<file path="config.mk">
export PLATFORM = sky130hd
export DESIGN_NAME = capture_sequencer
export DESIGN_NICKNAME = d
export VERILOG_FILES = /design/src/rtl/capture_sequencer.sv
export SDC_FILE = /design/constraint.sdc
export NUM_CORES = 1
export LEC_CHECK = 0
export CAP_MARGIN = 25
export CORE_ASPECT_RATIO = 0.6
export CORE_MARGIN = 4
export CORE_UTILIZATION = 50
export CTS_CLUSTER_SIZE = 40
export DETAILED_ROUTE_END_ITERATION = 12
export GPL_ROUTABILITY_DRIVEN = 0
export PLACE_DENSITY = 0.85
export SETUP_SLACK_MARGIN = 0.02
export SYNTH_ARGS = -nofsm -noshare
export SYNTH_HDL_FRONTEND = slang
export SYNTH_SLANG_ARGS = --single-unit
</file>
<file path="constraint.sdc">
create_clock -name ps_clk -period 4.43 [get_ports ps_clk]
set_input_delay 0.443 -clock ps_clk [delete_from_list [all_inputs] [get_ports ps_clk]]
set_output_delay 0.443 -clock ps_clk [all_outputs]
set_load 0.02 [all_outputs]
</file>
<file path="src/rtl/capture_sequencer.sv">
// Capture/readout sequencer: turns one PS command into repeated sw-reset, arm/start/stop
// and readout-start config writes to the sample buffer, tracking depth and DMA completion.
module capture_sequencer #(
    parameter int COUNT_WIDTH   = 32,
    parameter int RESET_HOLD    = 4,
    parameter int DEPTH_TIMEOUT = 65536
) (
    input  logic                     ps_clk,
    input  logic                     ps_reset,
    input  logic [2*COUNT_WIDTH-1:0] cmd_data,
    input  logic                     cmd_valid,
    output logic                     cmd_ready,
    input  logic                     abort,
    output logic                     sw_reset_valid,
    input  logic                     sw_reset_ready,
    output logic [2:0]               ass_data,
    output logic                     ass_valid,
    input  logic                     ass_ready,
    output logic                     readout_start_valid,
    input  logic                     readout_start_ready,
    input  logic                     depth_valid,
    input  logic                     readout_last,
    output logic                     busy,
    output logic [COUNT_WIDTH-1:0]   captures_done,
    output logic                     error
);

    localparam int TMO_W  = $clog2(DEPTH_TIMEOUT + 1);
    localparam int HOLD_W = $clog2(RESET_HOLD + 1);
    localparam int AUX_W  = (TMO_W > HOLD_W) ? TMO_W : HOLD_W;
    localparam int CNT_W  = (COUNT_WIDTH > AUX_W) ? COUNT_WIDTH : AUX_W;

    typedef enum logic [3:0] {
        IDLE, SW_RESET, HOLD, ARM, START, CAPTURE, STOP,
        WAIT_DEPTH, READOUT_START, READOUT, ABORT_RST
    } state_t;

    state_t                 state_q, state_d;
    logic [CNT_W-1:0]       cnt_q, cnt_d;
    logic [COUNT_WIDTH-1:0] n_q, n_d, cyc_q, cyc_d;
    logic [COUNT_WIDTH-1:0] done_d, done_inc;
    logic                   err_d, pend_q, pend_d, abort_now;
    logic                   sw_xfer, ass_xfer, rs_xfer;

    function automatic logic [2:0] ass_code(input state_t s);
        case (s)
            ARM:     return 3'b100;
            START:   return 3'b010;
            STOP:    return 3'b001;
            default: return 3'b000;
        endcase
    endfunction

    assign sw_xfer  = sw_reset_valid && sw_reset_ready;
    assign ass_xfer = ass_valid && ass_ready;
    assign rs_xfer  = readout_start_valid && readout_start_ready;
    assign done_inc = captures_done + COUNT_WIDTH'(1);

    // Next-state: states holding a valid only leave on its transfer; a pending abort redirects that exit.
    always_comb begin
        state_d   = state_q;
        cnt_d     = cnt_q;
        n_d       = n_q;
        cyc_d     = cyc_q;
        done_d    = captures_done;
        err_d     = error;
        pend_d    = pend_q;
        abort_now = abort || pend_q;
        case (state_q)
            IDLE: begin
                pend_d = 1'b0;
                if (cmd_valid && cmd_ready) begin
                    n_d    = cmd_data[2*COUNT_WIDTH-1:COUNT_WIDTH];
                    cyc_d  = cmd_data[COUNT_WIDTH-1:0];
                    done_d = '0;
                    err_d  = 1'b0;
                    if (cmd_data[2*COUNT_WIDTH-1:COUNT_WIDTH] != '0) state_d = SW_RESET;
                end
            end
            SW_RESET: begin
                if (sw_xfer) begin
                    if (abort_now) state_d = ABORT_RST;
                    else if (RESET_HOLD == 0) state_d = ARM;
                    else begin
                        state_d = HOLD;
                        cnt_d   = CNT_W'(RESET_HOLD);
                    end
                end else if (abort) pend_d = 1'b1;
            end
            HOLD: begin
                if (abort) state_d = ABORT_RST;
                else if (cnt_q <= CNT_W'(1)) state_d = ARM;
                else cnt_d = cnt_q - CNT_W'(1);
            end
            ARM: begin
                if (ass_xfer) begin
                    if (abort_now) state_d = ABORT_RST;
                    else if (cyc_q != '0) state_d = START;
                    else begin
                        state_d = WAIT_DEPTH;
                        cnt_d   = CNT_W'(DEPTH_TIMEOUT);
                    end
                end else if (abort) pend_d = 1'b1;
            end
            START: begin
                if (ass_xfer) begin
                    if (abort_now) state_d = ABORT_RST;
                    else begin
                        state_d = CAPTURE;
                        cnt_d   = CNT_W'(cyc_q);
                    end
                end else if (abort) pend_d = 1'b1;
            end
            CAPTURE: begin
                if (abort) state_d = ABORT_RST;
                else if (cnt_q <= CNT_W'(1)) state_d = STOP;
                else cnt_d = cnt_q - CNT_W'(1);
            end
            STOP: begin
                if (ass_xfer) begin
                    if (abort_now) state_d = ABORT_RST;
                    else begin
                        state_d = WAIT_DEPTH;
                        cnt_d   = CNT_W'(DEPTH_TIMEOUT);
                    end
                end else if (abort) pend_d = 1'b1;
            end
            WAIT_DEPTH: begin
                // depth_valid beats a timeout expiring in the same cycle
                if (abort) state_d = ABORT_RST;
                else if (depth_valid) state_d = READOUT_START;
                else if (cnt_q <= CNT_W'(1)) begin
                    err_d   = 1'b1;
                    state_d = ABORT_RST;
                end else cnt_d = cnt_q - CNT_W'(1);
            end
            READOUT_START: begin
                if (rs_xfer) state_d = abort_now ? ABORT_RST : READOUT;
                else if (abort) pend_d = 1'b1;
            end
            READOUT: begin
                if (readout_last) begin
                    done_d = done_inc;
                    if (abort) state_d = ABORT_RST;
                    else if (done_inc == n_q) state_d = IDLE;
                    else state_d = SW_RESET;
                end else if (abort) state_d = ABORT_RST;
            end
            ABORT_RST: begin
                pend_d = 1'b0;
                if (sw_xfer) state_d = IDLE;
            end
            default: state_d = IDLE;
        endcase
    end

    // Control and outputs: registered from next state so every valid is glitch-free and held.
    always_ff @(posedge ps_clk or posedge ps_reset) begin
        if (ps_reset) begin
            state_q             <= IDLE;
            pend_q              <= 1'b0;
            captures_done       <= '0;
            error               <= 1'b0;
            cmd_ready           <= 1'b1;
            busy                <= 1'b0;
            sw_reset_valid      <= 1'b0;
            ass_valid           <= 1'b0;
            ass_data            <= 3'b000;
            readout_start_valid <= 1'b0;
        end else begin
            state_q             <= state_d;
            pend_q              <= pend_d;
            captures_done       <= done_d;
            error               <= err_d;
            cmd_ready           <= (state_d == IDLE);
            busy                <= (state_d != IDLE);
            sw_reset_valid      <= (state_d == SW_RESET) || (state_d == ABORT_RST);
            ass_valid           <= (state_d == ARM) || (state_d == START) || (state_d == STOP);
            ass_data            <= ass_code(state_d);
            readout_start_valid <= (state_d == READOUT_START);
        end
    end

    // Datapath: command fields and the shared hold/duration/timeout counter
    always_ff @(posedge ps_clk) begin
        n_q   <= n_d;
        cyc_q <= cyc_d;
        cnt_q <= cnt_d;
    end

endmodule

</file>
run_1/final_congestion.png
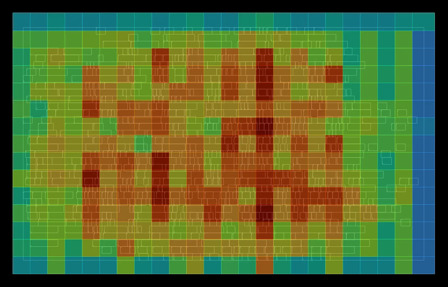
Top Usage Layer GRT: met1
met2 usage: 30.9%

run_1/port_nets.png
Drawn at 3 px/um.
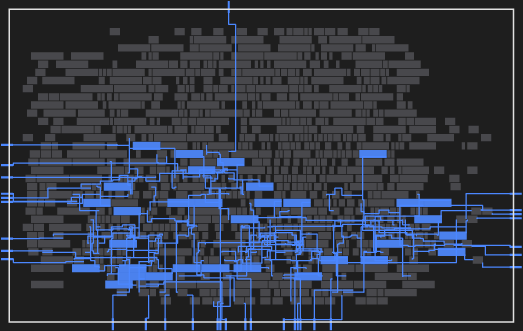
- blue: captures_done (direction output; edge 15 bottom, 9 left, 7 right, 1 top; end cells 32; buffers 32; wire 2,840 um)
IO Port Bufs: 113
total I/O pin count: 114

==> impl_metrics.toml, run 1 <==
# physical design summary
[grt]
antenna_found_initial = 0
grt_pass1_vias = 5947
grt_pass1_wl_um = 33000
use_met3_pct = 6.51

[critical_path]
startpoint = "captures_done[4]"
crit_path_start_kind = "flip-flop"
crit_path_end = "cmd_ready"
end_kind = "flip-flop"
arrival_ns = 4.01
crit_fanout = 14
slowest_delay_ns = 0.77
cp_top_family = "simple AND/OR/NAND/NOR gates"

[synthesis]
synth_top_cell_by_count = "edfxtp_1"
yosys_cells = 753
ys_sh_xor_pct = 8.02
area_leaders = "edfxtp_1, dfrtp_1, xnor2_1"
adder_share_pct = 0.491
synth-edff-count = 96
synthArstFlopShare_pct = 32.4
ys_top_cells_by_count = "edfxtp_1, nand2_1, o21ai_0"
yosys_warnings = 0
logic_family = "simple AND/OR/NAND/NOR gates"
yosys.area_share.simple_pct = 21.6
synth_nets = 829
yosys_area_sq_mm = 0.00764
numSynthFlops = 142

[final_timing]
fmax_ghz = 0.273
worst_pin_slew_ns = 0.838
setup_viol = 0
fin_setup_tns_ns = 0
slew_headroom_pct = 44.1
rsz0062_at_grt = "false"
drv_slew = 0
hold_violations = 0
timing.final.ws_setup_ns = 0.766

[min_path]
hold_class = "input pin to asynchronous set/reset pin"

[finish]
area_growth_pct = 25.0
num-nonclk-buffers = 123
nets = 932
seq_area_share_pct = 42.3
comb_cells = 557
clock_buffer_count = 17
layout.cells.non_filler = 1067
insertedDiodeCount = 0
final_cell_mix = "clkdlybuf4s50_1, edfxtp_1, nand2_1"

[cts]
clock.latency.late_pin_ns = 0.42
post_cts_resized = 0
htree_num_levels = 4
clk_pin_slew_ns = 0.06
cts.sinks = 142

[power]
clockPowerShare_pct = 34.3
intPower_mw = 2.86
p_total_mw = 4.17
combPwrFrac_pct = 21.4
switching_power_mw = 1.30

[drt]
highest_layer = "met4"
post_drt_via_cell_ratio = 6.24
final_antenna_net_count = 0
drt_pass1_iterations = 7
drt-initial-drc-count = 1048

[placed_design]
pre_cts_ws_ns = 1.01
dp_hpwl_um = 15100
post_dp_cell_area_sq_mm = 0.00893

[die]
std_cell_rows = 34
dieArea_sq_mm = 0.0174
core_area_sq_mm = 0.0147

[status]
outcome = "completed"
run_1/registers.png
Drawn at 2 px/um. Other sequential cells in the stronger gray, the rest of the logic in the fainter gray.
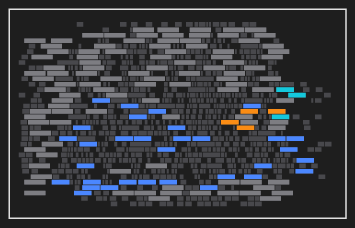
- orange: state_q (flops 4)
- cyan: ass_data (flops 3)
- blue: captures_done (flops 32)

run_1/pins.png
Drawn at 2 px/um. Pins as bars across the die edge, other pins in gray.
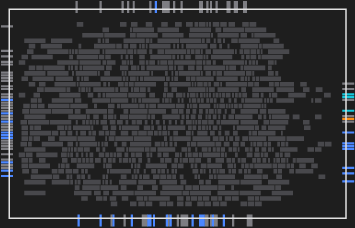
- blue: captures_done (pins 32; direction output; edge 15 bottom, 9 left, 7 right, 1 top)
- orange: cmd_ready (pins 1; direction output; edge right)
- cyan: ass_data (pins 3; direction output; edge right)

run 1: state kept, by name, summed over array words and instances, names as in the netlist:
register,cells
ass_data,3
ass_valid,1
busy,1
captures_done,32
cmd_ready,1
cnt_q,32
cyc_q,32
error,1
n_q,32
pend_q,1
readout_start_valid,1
state_q,4
sw_reset_valid,1
run 1: power groups by stage:
| stage | clock, mW | combinational, mW | sequential (mW) |
|---|---|---|---|
| after floorplan | 0 | 0.553 | 1.83 |
| after global placement | 0 | 0.847 | 1.85 |
| after detailed placement | 0 | 0.865 | 1.86 |
| after CTS | 1.44 | 0.875 | 1.84 |
| after global routing | 1.50 | 0.969 | 1.87 |
| final | 1.43 | 0.891 | 1.85 |
run_1/metal_stack.png
Drawn at 3 px/um.
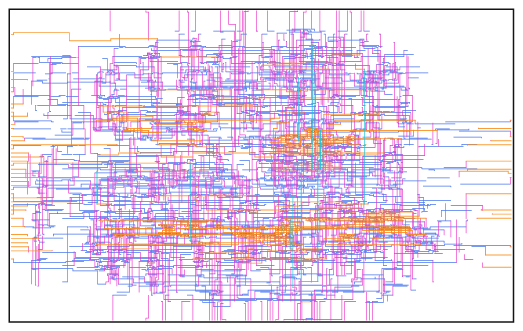

==> run 2: changes to the inputs <==
- clock period: 4.43 -> 3.4 ns (I/O delays scaled with it)
run_2/metal_stack.png
Drawn at 3 px/um.
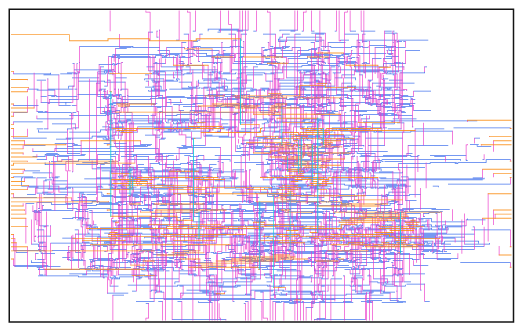
- cyan: met4 (wire length 303 um)
- magenta: met2 (wire length 8,580 um)
- orange: met3 (wire length 2,740 um)
- blue: met1 (wire length 9,670 um)

run_2/registers.png
Drawn at 2 px/um. Other sequential cells in the stronger gray, the rest of the logic in the fainter gray.
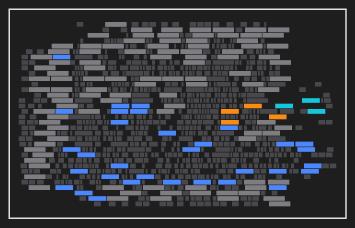
- blue: captures_done (flops 32)
- cyan: ass_data (flops 3)
- orange: state_q (flops 4)
- not colored: 103

run_2/final_congestion.png
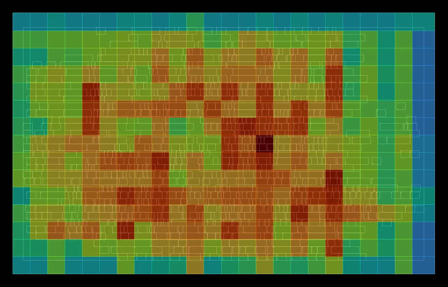
met1 Use GR: 38.7%
final core occ: 66.1%
routing usage on met3: 7.50%

==> impl_metrics.toml, run 2 <==
# physical design summary
[power]
swShare_pct = 30.1
switching_power_mw = 1.68
p_total_mw = 5.58
intPower_mw = 3.91
clockPowerShare_pct = 35.7
power_density_mw_per_mm2 = 574
seq_power_mw = 2.39
ir_drop_v = 0.000397
leakage_nw = 3.35
maxPowerGroup = "sequential cells"
p_seq_share_pct = 42.8
combPwrFrac_pct = 21.6
pg_clk_mw = 1.99
powerComb_mw = 1.20

[critical_path]
end_kind = "flip-flop"
startpoint = "captures_done[0]"
arrival_ns = 3.45
slowest_delay_ns = 0.49
crit_path_end = "ass_data[1]"
r2r-end = "ass_data[1]"
cp_common_cell = "nand4_1"
r2r_setup_slack_ns = 0.29
critical_path_class = "flip-flop to flip-flop"
reg2reg_from = "captures_done[0]"
crit_path_start_kind = "flip-flop"
crit_chain = "ha_1 > nand4_2 > nor4_4 > buf_4 > nand4_1 > mux2_2 > o31ai_1 > nand4_1 > o211ai_1 > and3_1"
crit_fanout = 8
cp.required_ns = 3.75
worst_path_max_delay_cell = "dfrtp_1"
worst-r2r-cell-count = 10

[finish]
comb_share_pct = 35.0
nFillCells = 1114
stdcell_area_sq_mm = 0.00972
drive_above_1_share_pct = 8.72
final-clk-cell-share_pct = 6.48
num-nonclk-buffers = 137
seq_area_share_pct = 41.5
layout.cells.non_filler = 1081
comb_cells = 557
clock_buffer_count = 19
regArea_sq_mm = 0.00404
area_growth_pct = 27.3
insertedDiodeCount = 0
inv_count = 15
nets = 946
largestClassByArea = "flip-flops and latches"
final-comb-area_sq_mm = 0.00341
final_cell_mix = "clkdlybuf4s50_1, edfxtp_1, nand2_1"
seq_cell_count = 142
buffer_area_share_pct = 13.9
final_common_cell = "clkdlybuf4s50_1"

[cts]
cts.sinks = 142
cts_tree = "yes"
postCtsSetupBuffers = 0
cts_root_buf = "clkbuf_16"
cts_made_buffers = 17
clk_pin_slew_ns = 0.06
htree_num_levels = 4
post_cts_resized = 0
clock.latency.late_pin_ns = 0.42

[final_timing]
worst_pin_slew_ns = 0.875
rsz0062_at_grt = "false"
finalClockPeriodUsage_pct = 91.4
hold_ws_ns = 0.129
fin_setup_tns_ns = 0
setup_viol = 0
fmax_ghz = 0.322
slew_headroom_pct = 41.4
skew_ns = 0.00857
timing.final.ws_setup_ns = 0.293
drv_slew = 0
hold_violations = 0

[synthesis]
top_area_share_pct = 37.7
yosys_warnings = 0
synthMuxAreaShare_pct = 0.278
synth_nets = 829
area_leaders = "edfxtp_1, dfrtp_1, xnor2_1"
ys_top_cells_by_count = "edfxtp_1, nand2_1, o21ai_0"
ys_sh_xor_pct = 8.02
postSynthSeqShare_pct = 52.8
ys.flop_type = "edfxtp_1"
netlist_area_sq_mm = 0.00764
yosys.area_share.simple_pct = 21.6
synthCells = 753
synthArstFlopShare_pct = 32.4
yosys_cells = 753
adder_share_pct = 0.491
synth_cell_types = 71
avgSynthCellArea_sq_um = 10.1
yosys_area_sq_mm = 0.00764
logic_family = "simple AND/OR/NAND/NOR gates"
top_area_cell = "edfxtp_1"
numSynthFlops = 142
synth-edff-count = 96
synth_top_cell_by_count = "edfxtp_1"

[placed_design]
dp_cells = 1048
dp_hpwl_um = 15200
portBuffers = 113
post_dp_cell_area_sq_mm = 0.00907
pre_cts_ws_ns = 0.310

[status]
outcome = "completed"

[drt]
post_drt_via_cell_ratio = 6.26
drt-initial-drc-count = 1093
drc_errors = 0
routed_wirelength_um = 21300
vias = 6767
final_antenna_net_count = 0
drt_pass1_iterations = 9

[die]
std_cell_rows = 34
dieArea_sq_mm = 0.0174
die_w_um = 168
core_area_sq_mm = 0.0147
fp_util_pct = 51.9
tap_cells = 198
ioPinCount = 114
die_h_um = 104

[job]
tool_warnings = 27
maxCapViolCount = 0

[grt]
grt_pass1_wl_um = 33800
gr-total-overflow = 0
grt_pass1_vias = 6214
grt_use_total_pct = 24.2
antenna_found_initial = 0
grt_max_degree = 64

[min_path]
hold_class = "input pin to asynchronous set/reset pin"
==> run 2: cell counts after synthesis <==
Identical to the previous run, type by type.
==> run 2: routing by layer <==
layer / up-vias / share of wire [%] / global-route usage, %
li1: 3067 / - / -
met1: 3193 / 45 / 38.7
met4: 0 / 1.4 / 5.56
met2: 466 / 40 / 31.8
met5: - / 0 / 0
met3: 41 / 13 / 7.50
==> run 2: worst max-delay path: cells and delay by family (launching register included) <==
family | cells | cell delay [ns]
AOI/OAI and AO/OA | 2 | 0.44
adders and majority gates | 1 | 0.32
buffers and inverters | 1 | 0.22
DFF | 1 | 0.49
muxes | 1 | 0.33
and+or+nand+nor | 5 | 1.22
run_2/port_nets.png
Drawn at 3 px/um.
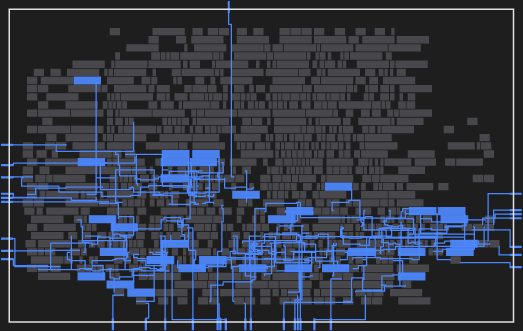

==> run 3: changes to the inputs <==
- CAP_MARGIN: 25 -> 20
- CTS_CLUSTER_DIAMETER: not set -> 120
- clock period: 3.4 -> 3.1 ns (I/O delays scaled with it)
run_3/port_nets.png
Drawn at 3 px/um.
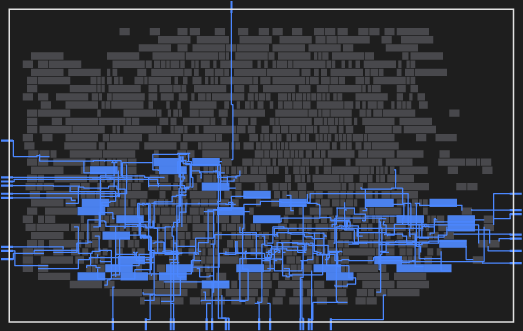
- blue: captures_done (direction output; edge 15 bottom, 9 left, 7 right, 1 top; end cells 32; buffers 41; wire 3,180 um)

run_3/pins.png
Drawn at 2 px/um. Pins as bars across the die edge, other pins in gray.
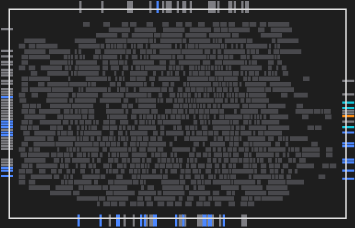
- blue: captures_done (pins 32; direction output; edge 15 bottom, 9 left, 7 right, 1 top)
- orange: cmd_ready (pins 1; direction output; edge right)
- cyan: ass_data (pins 3; direction output; edge right)
- all pins by edge: 39 left, 33 bottom, 26 top, 16 right
Die Y: 104 um
die width: 168 um

run_3/metal_stack.png
Drawn at 3 px/um.
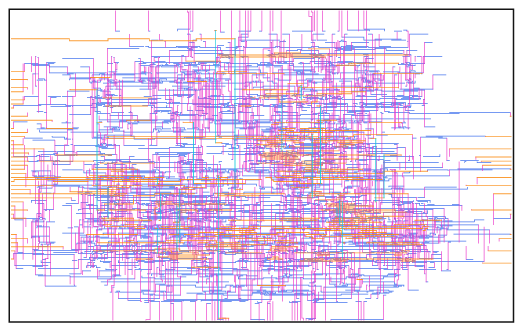
- magenta: met2 (wire length 9,150 um)
- cyan: met4 (wire length 392 um)
- blue: met1 (wire length 9,630 um)
- orange: met3 (wire length 3,090 um)

==> impl_metrics.toml, run 3 <==
# physical design summary
[synthesis]
adder_share_pct = 0.491
yosys_warnings = 0
yosys.area_share.simple_pct = 21.6
top_area_cell = "edfxtp_1"
synthCells = 753
ys.flop_type = "edfxtp_1"
netlist_area_sq_mm = 0.00764
synth_cell_types = 71
ys_sh_xor_pct = 8.02
aoi_share_pct = 14.0
avgSynthCellArea_sq_um = 10.1
ys_top_cells_by_count = "edfxtp_1, nand2_1, o21ai_0"
area_leaders = "edfxtp_1, dfrtp_1, xnor2_1"
logic_family = "simple AND/OR/NAND/NOR gates"
numSynthFlops = 142
yosys_area_sq_mm = 0.00764
yosys_cells = 753
synth_top_cell_by_count = "edfxtp_1"
synthMuxAreaShare_pct = 0.278
synthArstFlopShare_pct = 32.4
synth-edff-count = 96
postSynthSeqShare_pct = 52.8
top_area_share_pct = 37.7
synth_nets = 829

[power]
p_seq_share_pct = 42.2
clockPowerShare_pct = 35.1
pg_clk_mw = 2.18
leakage_nw = 3.44
intPower_mw = 4.24
switching_power_mw = 1.95
powerComb_mw = 1.40
combPwrFrac_pct = 22.6
ir_drop_v = 0.000437
maxPowerGroup = "sequential cells"
swShare_pct = 31.5
seq_power_mw = 2.62
power_density_mw_per_mm2 = 628

[grt]
grt_use_total_pct = 24.9
grtUsageMet1_pct = 38.4
use_met3_pct = 7.23
grt_max_degree = 47
gr-total-overflow = 0
use_met2_pct = 33.6
grt_pass1_vias = 6391
antenna_found_initial = 0
grt_pass1_wl_um = 34700
grt.busiest_layer = "met1"

[cts]
cts_buffer_depth = 2
cts_tree = "yes"
htree_num_levels = 4
post_cts_resized = 1
clock.latency.late_pin_ns = 0.42
postCtsSetupBuffers = 0
cts_root_buf = "clkbuf_16"
clk_pin_slew_ns = 0.07
cts_hold_buf = 0
cts_made_buffers = 17
cts.sinks = 142

[die]
ioPinCount = 114
std_cell_rows = 34
fp_util_pct = 51.9
dieArea_sq_mm = 0.0174
core_area_sq_mm = 0.0147

[critical_path]
crit_path_start_kind = "flip-flop"
cp_top_family = "simple AND/OR/NAND/NOR gates"
r2r_setup_slack_ns = 0.1
cp.required_ns = 3.46
crit_fanout = 7
startpoint = "cnt_q[6]"
end_kind = "flip-flop"
crit_chain = "nor4_4 > or4b_4 > or4_4 > a21boi_0 > o22ai_1 > nor3_1 > and3_2"
reg2reg_from = "cnt_q[6]"
r2r-end = "cmd_ready"
critPathBufInv = 0
critical_path_class = "flip-flop to flip-flop"
crit_path_end = "cmd_ready"
arrival_ns = 3.36
slowest_delay_ns = 0.57
worst_path_max_delay_cell = "or4_4"
worst-r2r-cell-count = 7
cp_num_cells = 7

[finish]
nets = 965
final_cell_mix = "clkdlybuf4s50_1, edfxtp_1, nand2_1"
area_growth_pct = 29.3
final_common_cell = "clkdlybuf4s50_1"
insertedDiodeCount = 0
nFillCells = 1141
fin_util_pct = 67.1
drive_above_1_share_pct = 11.2
layout.cells.non_filler = 1100

[min_path]
hold_class = "input pin to asynchronous set/reset pin"

[job]
tool_warnings = 28
maxCapViolCount = 0

[drt]
highest_layer = "met4"
post_drt_via_cell_ratio = 6.28
wl_per_cell_um = 20.2
drc_errors = 0
final_antenna_net_count = 0
drt-initial-drc-count = 991
vias = 6906
drt_pass1_iterations = 6
dr_wl_met2_um = 9150
met1_length_um = 9630
wl_met3_um = 3090
routed_wirelength_um = 22300

[placed_design]
dp_cells = 1066
dp_hpwl_um = 16000
portBuffers = 113

[final_timing]
worst_pin_slew_ns = 0.970
drv_slew = 0
fmax_ghz = 0.333
slew_headroom_pct = 34.5
setup_viol = 0
finalClockPeriodUsage_pct = 96.9
skew_ns = 0.0150
hold_ws_ns = 0.150
hold_violations = 0
min_period_ns = 3.00
rsz0062_at_grt = "true"

[status]
outcome = "completed"
## run 3: through the flow
step	setup slack, ns	instance area [sq um]	TNS, ns	power (mW)
floorplan	0.0953	7650	0	3.40
global placement	0.204	9190	0	3.94
detailed placement	0.0399	9190	0	3.98
CTS	0.0330	9820	0	6.16
global route	-0.0392	9880	-0.0687	6.44
finish	0.0957	9880	0	6.20
## run 3: area by class of cell
class / instances / area [sq um] / area share [%]
tap: 198 / 248 / 2.51
clock buffer: 17 / 425 / 4.31
sequential: 142 / 4040 / 40.9
timing repair buffer: 156 / 1480 / 15.0
clock inverter: 15 / 199 / 2.01
multi-input combinational: 557 / 3430 / 34.7
inverter: 15 / 60.1 / 0.608
No activity file was given, so power comes from the tool's default toggle rates.
